**src/rtl/pipe_mem_pkg.sv**
```systemverilog
// Shared types and constants for the MEM pipeline stage.
package pipe_mem_pkg;

    typedef enum logic [1:0] {
        IDLE   = 2'd0,
        ACCESS = 2'd1,
        DONE   = 2'd2
    } mem_state_e;

    localparam logic [31:0] BUS_ERR_DATA     = 32'hDEADBEEF;
    localparam int unsigned MAX_WAIT_DEFAULT = 15;

    function automatic logic [7:0] sat_inc8(input logic [7:0] v);
        return (v == 8'hFF) ? v : v + 8'd1;
    endfunction

endpackage

```
**src/rtl/pipe_reg_wb.sv**
```systemverilog
// MEM/WB pipeline register; a bubble (or reset) loads all-zero fields.
module pipe_reg_wb (
    input  logic        clk,
    input  logic        resetn,
    input  logic        i_bubble,
    input  logic        i_wreg,
    input  logic        i_m2reg,
    input  logic [31:0] i_mo,
    input  logic [31:0] i_alu,
    input  logic [4:0]  i_rn,
    output logic        o_wreg,
    output logic        o_m2reg,
    output logic [31:0] o_mo,
    output logic [31:0] o_alu,
    output logic [4:0]  o_rn
);

    always_ff @(posedge clk) begin
        if (resetn || i_bubble) begin
            o_wreg  <= 1'b0;
            o_m2reg <= 1'b0;
            o_mo    <= 32'h0;
            o_alu   <= 32'h0;
            o_rn    <= 5'h0;
        end else begin
            o_wreg  <= i_wreg;
            o_m2reg <= i_m2reg;
            o_mo    <= i_mo;
            o_alu   <= i_alu;
            o_rn    <= i_rn;
        end
    end

endmodule

```
**src/rtl/pipe_mem_stage.sv**
```systemverilog
// MEM stage: runs loads/stores over a req/ack bus with timeout and feeds MEM/WB.
// Define MEM_ALIGN_CHECK_EN to reject misaligned accesses via the align_err pulse.
module pipe_mem_stage
    import pipe_mem_pkg::*;
#(
    parameter int unsigned MAX_WAIT = MAX_WAIT_DEFAULT
) (
    input  logic        clk,
    input  logic        resetn,
    input  logic        mwreg,
    input  logic        mm2reg,
    input  logic        mwmem,
    input  logic [31:0] malu,
    input  logic [31:0] mb,
    input  logic [4:0]  mrn,
    output logic        mem_req,
    output logic        mem_we,
    output logic [31:0] mem_addr,
    output logic [31:0] mem_wdata,
    input  logic [31:0] mem_rdata,
    input  logic        mem_ack,
    output logic        stall,
    output logic        bus_err,
`ifdef MEM_ALIGN_CHECK_EN
    output logic        align_err,
`endif
    output logic        wwreg,
    output logic        wm2reg,
    output logic [31:0] wmo,
    output logic [31:0] walu,
    output logic [4:0]  wrn
);

    localparam logic [7:0] W_MAX = 8'(MAX_WAIT);

    mem_state_e  r_state;
    logic        r_req;
    logic        r_we;
    logic [31:0] r_addr;
    logic [31:0] r_wdata;
    logic [31:0] r_rdq;
    logic [7:0]  r_cnt;
    logic        r_err;

    logic        w_mem_op;
    logic        w_misalign;
    logic        w_start;
    logic [7:0]  w_cnt_inc;
    logic        w_timeout;
    logic        w_in_done;
    logic        w_bubble;
    logic        w_wb_wreg;
    logic        w_wb_m2reg;
    logic [31:0] w_wb_mo;

    assign w_mem_op = mm2reg | mwmem;

`ifdef MEM_ALIGN_CHECK_EN
    logic r_align_err;
    assign w_misalign = w_mem_op & (malu[1:0] != 2'b00);
    assign align_err  = r_align_err;
`else
    assign w_misalign = 1'b0;
`endif

    assign w_start   = w_mem_op & ~w_misalign;
    assign w_cnt_inc = sat_inc8(r_cnt);
    // The current ACCESS cycle is the MAX_WAIT-th one when the incremented count reaches it.
    assign w_timeout = (w_cnt_inc >= W_MAX);
    assign w_in_done = (r_state == DONE);

    assign stall = ((r_state == IDLE) && w_start) || (r_state == ACCESS);

    always_comb begin
        w_bubble   = stall | ((r_state == IDLE) & w_misalign);
        w_wb_wreg  = mwreg  & ~(w_in_done & r_err);
        w_wb_m2reg = mm2reg & ~(w_in_done & r_err);
        w_wb_mo    = 32'h0;
        if (w_in_done && mm2reg) begin
            w_wb_mo = r_rdq;
        end
    end

    always_ff @(posedge clk) begin
        if (resetn) begin
            r_state   <= IDLE;
            r_req     <= 1'b0;
            r_we      <= 1'b0;
            r_addr    <= 32'h0;
            r_wdata   <= 32'h0;
            r_rdq     <= 32'h0;
            r_cnt     <= 8'h0;
            r_err     <= 1'b0;
`ifdef MEM_ALIGN_CHECK_EN
            r_align_err <= 1'b0;
`endif
        end else begin
`ifdef MEM_ALIGN_CHECK_EN
            r_align_err <= 1'b0;
`endif
            unique case (r_state)
                IDLE: begin
                    if (w_start) begin
                        r_state <= ACCESS;
                        r_req   <= 1'b1;
                        r_we    <= mwmem;
                        r_addr  <= {malu[31:2], 2'b00};
                        r_wdata <= mb;
                        r_cnt   <= 8'h0;
                    end
`ifdef MEM_ALIGN_CHECK_EN
                    else if (w_misalign) begin
                        r_align_err <= 1'b1;
                    end
`endif
                end
                ACCESS: begin
                    // An ack in the timeout cycle still completes normally.
                    if (mem_ack) begin
                        r_rdq   <= mem_rdata;
                        r_req   <= 1'b0;
                        r_we    <= 1'b0;
                        r_state <= DONE;
                    end else if (w_timeout) begin
                        r_rdq   <= BUS_ERR_DATA;
                        r_err   <= 1'b1;
                        r_req   <= 1'b0;
                        r_we    <= 1'b0;
                        r_state <= DONE;
                    end else begin
                        r_cnt <= w_cnt_inc;
                    end
                end
                DONE: begin
                    r_err   <= 1'b0;
                    r_state <= IDLE;
                end
                default: r_state <= IDLE;
            endcase
        end
    end

    assign mem_req   = r_req;
    assign mem_we    = r_we;
    assign mem_addr  = r_addr;
    assign mem_wdata = r_wdata;
    // The error flag is only ever set for the single DONE cycle, so it doubles as the pulse.
    assign bus_err   = r_err;

    pipe_reg_wb u_reg_wb (
        .clk      (clk),
        .resetn   (resetn),
        .i_bubble (w_bubble),
        .i_wreg   (w_wb_wreg),
        .i_m2reg  (w_wb_m2reg),
        .i_mo     (w_wb_mo),
        .i_alu    (malu),
        .i_rn     (mrn),
        .o_wreg   (wwreg),
        .o_m2reg  (wm2reg),
        .o_mo     (wmo),
        .o_alu    (walu),
        .o_rn     (wrn)
    );

endmodule

```
**config.mk**
```make
export PLATFORM = sky130hd
export DESIGN_NAME = pipe_mem_stage
export DESIGN_NICKNAME = d
export VERILOG_FILES = /design/src/rtl/pipe_mem_pkg.sv /design/src/rtl/pipe_reg_wb.sv /design/src/rtl/pipe_mem_stage.sv
export SDC_FILE = /design/constraint.sdc
export NUM_CORES = 1
export LEC_CHECK = 0
export CAP_MARGIN = 20
export CORE_MARGIN = 2
export CORE_UTILIZATION = 42
export DETAILED_ROUTE_END_ITERATION = 10
export MAX_ROUTING_LAYER = met4
export PLACE_DENSITY = 0.8
export SETUP_SLACK_MARGIN = 0.05
export SYNTH_ARGS = -nofsm -noshare
export SYNTH_HDL_FRONTEND = slang
export SYNTH_SLANG_ARGS = --single-unit
```
**constraint.sdc**
```tcl
create_clock -name clk -period 2.5 [get_ports clk]
set_clock_uncertainty 0.05 [all_clocks]
set_input_delay 0.5 -clock clk [delete_from_list [all_inputs] [get_ports clk]]
set_output_delay 0.5 -clock clk [all_outputs]
set_load 0.005 [all_outputs]
```
==> impl_summary.log, run 1 <==
[report] implementation figures
INFO  metric area.share.combinational = 23.1%
INFO  metric clk_pin_slew_worst_paths = 0.06 ns
INFO  metric comb_gates = 360
INFO  metric synth_cell_type_count = 47
INFO  metric synth.comb.largest_family = simple AND/OR/NAND/NOR gates
INFO  metric viasPerCell = 5.01
INFO  metric logic_area = 2100 um2
INFO  metric capturing_instance_or_port_of_the_critical_path = stall
INFO  metric final_design_area_no_fill = 9080 um2
INFO  metric setup_total_negative_slack = 0 ns
INFO  metric cpMaxStageDelayCell = sky130_fd_sc_hd__clkdlybuf4s50_1
INFO  metric avg_cell_area_syn = 10.0 um2
INFO  metric timing.critical_path.depth = 5
INFO  metric gr-usage-met1 = 23.5%
INFO  metric design_power_total = 6.56 mW
INFO  metric antenna_violations_before_repair = 0
INFO  metric result_of_the_run = complete, no violations
INFO  metric drc = 0
INFO  metric required = 1.95 ns
INFO  metric pre_cts_slack = -0.0189 ns
INFO  metric switchingPower = 1.57 mW
INFO  metric clock_buffer_count = 19
INFO  metric grt_first_pass_wirelength = 24400 um
INFO  metric comb_power = 0.868 mW
INFO  metric p_leak = 3.62 nW
INFO  metric max_capacitance_violation_total = 0
INFO  metric seqAreaFraction = 39.3%
INFO  metric worstPathBufferInverterCount = 3
INFO  metric grt-ovfl-total = 0
INFO  metric chipArea = 15000 um2
INFO  metric netlist.top_cell.by_instances = sky130_fd_sc_hd__dfxtp_1
INFO  metric power.density = 723 nW/um2
INFO  metric netlist_instances = 587
INFO  metric i_o_pin_total = 246
INFO  metric met3_wire_len = 1030 um
INFO  metric post_synth_fa_ha_maj_area_fraction = 0.213%
INFO  metric yosys-top-cells-count = sky130_fd_sc_hd__dfxtp_1, sky130_fd_sc_hd__nand2_1, sky130_fd_sc_hd__a21oi_1
INFO  metric worst_ep_arrival_time = 1.72 ns
INFO  metric cp-startpoint = mwmem
INFO  metric fin_hold_viols = 0
INFO  metric globalRouteMet3Util = 6.27%
INFO  metric synth-xor-area-share = 0.277%
INFO  metric min_period = 2.27 ns
INFO  metric and_or_nand_nor_area_share = 19.7%
INFO  metric n_all_buffers = 259
INFO  metric tritoncts = yes
INFO  metric diodes_inserted = 0
INFO  metric dpl.hpwl = 11400 um
INFO  metric fillers = 1094
INFO  metric drt_iter0_markers = 295
INFO  metric synth_sequential_area_ratio = 60.6%
INFO  metric worst_r2r_src = r_cnt[0]
INFO  metric path_cells = clkdlybuf4s50_1 > nor3_1 > or2_2 > inv_1 > dlygate4sd2_1
INFO  metric top_usage_layer = met2
INFO  metric timing.hold.worst_endpoint = mem_wdata[11]
INFO  metric dp.cells = 982
INFO  metric internal-power = 5.00 mW
INFO  metric routabilityCongestion = 0.826
INFO  metric flow.area_growth_from_synthesis = 54.5%
INFO  metric holdCritStartpoint = mem_wdata[11]
INFO  metric post-route-period-util = 90.8%
INFO  metric crit_path_max_incr_delay = 0.42 ns
INFO  metric power_frac_clock = 40.1%
INFO  metric max_freq = 440 MHz
INFO  metric number_of_stages_on_the_worst_hold_path = 2
INFO  metric post_synth_tally_of_flip_flops_with_integrated_enable = 0
INFO  metric finalSetupViolCount = 0
INFO  metric synth-area-yosys = 5880 um2
INFO  metric clock_cell_area_share = 6.62%
INFO  metric timing_max_transition_violations_final = 0
INFO  metric layout.cells.most_common_list = sky130_fd_sc_hd__clkdlybuf4s50_1, sky130_fd_sc_hd__dfxtp_1, sky130_fd_sc_hd__nand2_1
INFO  metric post_route_cells_drive_above_1_share = 9.11%
INFO  metric wire_per_inst = 15.8 um
INFO  metric worstRegToRegCells = 5
INFO  metric antenna_left = 0
INFO  metric clock_power = 2.63 mW
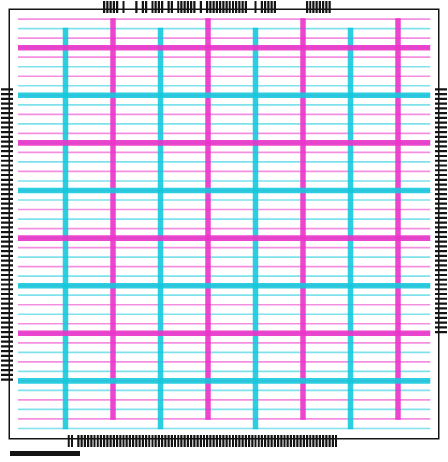
*Power grid, run 1*
The bar under the picture is 20 um long. Pins as bars on the die edge.
VSS: marked cyan. VDD: marked magenta.
44 met1 rails follow the rows. 246 signal pins sit on the boundary. 8 straps on met5. The core has 43 rows. 8 straps on met4.
Die X: 122 um
floorplan core area: 13800 um2

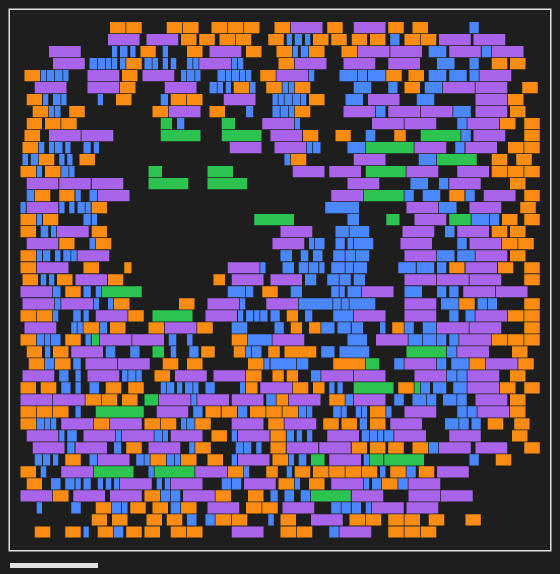
*Placement by cell class, run 1*
The bar under the picture is 20 um long.
combinational and other logic: marked blue, cells 365, share of their area 24%. flops: marked purple, cells 178, share of their area 40%. clock drivers and dummy loads: marked green, cells 32, share of their area 6.8%. other buffers and delay cells: marked orange, cells 259, share of their area 29%.

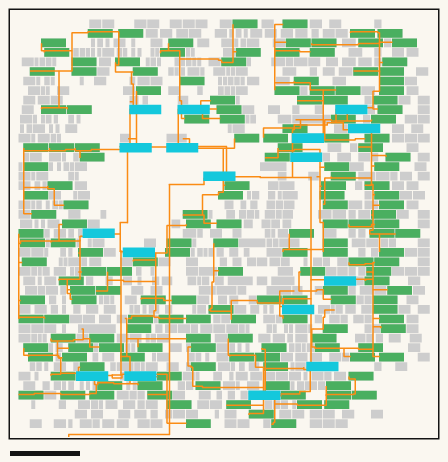
*Clock distribution, run 1*
The bar under the picture is 20 um long.
clock drivers: marked cyan, count 17. flip-flops: marked green, count 178. clock wires: marked orange, length 1840 um.
Position of the flops: widely spread.

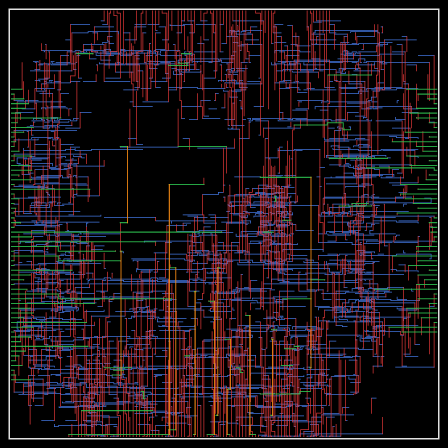
*Routed metal, one colour a layer, run 1*
metal 1: marked blue, wire length 6460 um. metal 3: marked green, wire length 1030 um. metal 2: marked red, wire length 8140 um. metal 4: marked orange, wire length 433 um.
overall via count from detail_route: 5079
aggregate global-route resource usage: 21.8%

### Track usage over the die, run 1

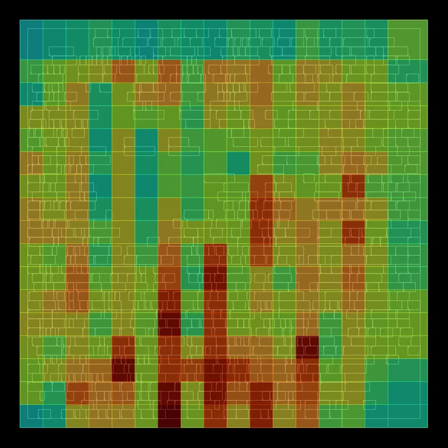

==> inputs of run 2 (changes only) <==
--- a/config.mk
+++ b/config.mk
@@ -7,11 +7,12 @@
 export LEC_CHECK = 0
 export CAP_MARGIN = 20
 export CORE_MARGIN = 2
-export CORE_UTILIZATION = 42
+export CORE_UTILIZATION = 44
 export DETAILED_ROUTE_END_ITERATION = 10
 export MAX_ROUTING_LAYER = met4
 export PLACE_DENSITY = 0.8
 export SETUP_SLACK_MARGIN = 0.05
 export SYNTH_ARGS = -nofsm -noshare
 export SYNTH_HDL_FRONTEND = slang
+export SYNTH_HIERARCHICAL = 1
 export SYNTH_SLANG_ARGS = --single-unit
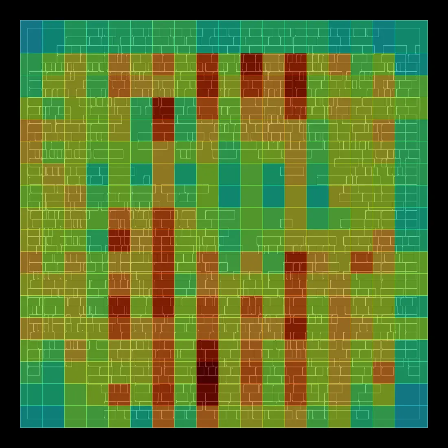
*Track usage over the die, run 2*
busiest grt layer: met2
aggregate global-route resource usage: 21.7%
GR Layer Usage met2: 33.1%
Wirelength per Cell: 16.0 um

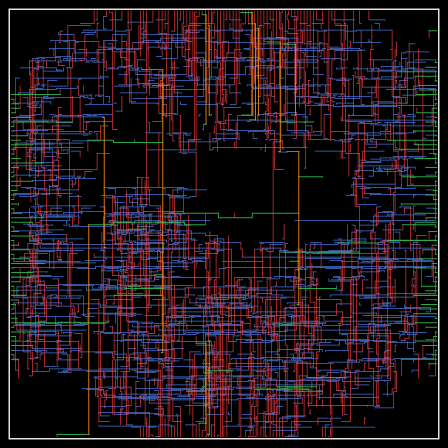
*Routed metal, one colour a layer, run 2*
metal 2: marked red, wire length 8130 um. metal 1: marked blue, wire length 7690 um. metal 3: marked green, wire length 839 um. metal 4: marked orange, wire length 481 um.

==> run 2 against run 1 <==
Sequential power is essentially flat. Global-route usage decreased by 0.14 points. Core utilization is 0.060 points higher. Worst hold slack worse by 0.0014 ns. Worst setup slack got worse by 0.11 ns. Wire length up 6.7%. Via count up 7.3%. Register-to-register slack worse by 0.08 ns. Critical path type unchanged. Critical endpoint unchanged.
==> impl_summary.log, run 2 <==
[report] implementation figures
INFO  metric crit_path_max_incr_delay = 0.52 ns (was 0.42 ns)
INFO  metric dpl.hpwl = 11300 um (was 11400 um)
INFO  metric clock_power = 2.75 mW (was 2.63 mW)
INFO  metric max_freq = 420 MHz (was 440 MHz)
INFO  metric diodes_inserted = 0 (unchanged)
INFO  metric result_of_the_run = complete, no violations (unchanged)
INFO  metric chipArea = 16300 um2 (was 15000 um2)
INFO  metric p_leak = 3.63 nW (was 3.62 nW)
INFO  metric pre_cts_slack = 0.0205 ns (was -0.0189 ns)
INFO  metric clk_pin_slew_worst_paths = 0.06 ns (about the same)
INFO  metric netlist.top_cell.by_instances = sky130_fd_sc_hd__dfxtp_1 (unchanged)
INFO  metric post_synth_fa_ha_maj_area_fraction = 0.186% (was 0.213%)
INFO  metric timing.critical_path.depth = 4 (was 5)
INFO  metric drc = 0 (unchanged)
INFO  metric and_or_nand_nor_area_share = 26.5% (was 19.7%)
INFO  metric antenna_violations_before_repair = 0 (unchanged)
INFO  metric fin_hold_viols = 0 (unchanged)
INFO  metric synth_sequential_area_ratio = 53.1% (was 60.6%)
INFO  metric worst_ep_arrival_time = 1.83 ns (was 1.72 ns)
INFO  metric area.share.combinational = 28.1% (was 23.1%)
INFO  metric tritoncts = yes (unchanged)
INFO  metric clock_cell_area_share = 6.28% (was 6.62%)
INFO  metric drt_iter0_markers = 252 (was 295)
INFO  metric comb_power = 0.951 mW (was 0.868 mW)
INFO  metric layout.cells.most_common_list = sky130_fd_sc_hd__clkdlybuf4s50_1, sky130_fd_sc_hd__dfxtp_1, sky130_fd_sc_hd__nand2_1 (unchanged)
INFO  metric path_cells = clkdlybuf4s50_1 > nor3_2 > nor2_4 > clkdlybuf4s50_1 (was clkdlybuf4s50_1 > nor3_1 > or2_2 > inv_1 > dlygate4sd2_1)
INFO  metric viasPerCell = 5.09 (was 5.01)
INFO  metric setup_total_negative_slack = 0 ns (unchanged)
INFO  metric seqAreaFraction = 35.9% (was 39.3%)
INFO  metric cp-startpoint = mm2reg (was mwmem)
INFO  metric worstRegToRegCells = 6 (was 5)
INFO  metric synth_cell_type_count = 48 (was 47)
INFO  metric overall_via_count_from_detail_route = 5451 (was 5079)
INFO  metric fillers = 1183 (was 1094)
INFO  metric min_period = 2.38 ns (was 2.27 ns)
INFO  metric post_route_cells_drive_above_1_share = 17.4% (was 9.11%)
INFO  metric internal-power = 5.15 mW (was 5.00 mW)
INFO  metric design_power_total = 6.75 mW (was 6.56 mW)
INFO  metric worstPathBufferInverterCount = 2 (was 3)
No activity file was given, so power comes from the tool's default toggle rates.
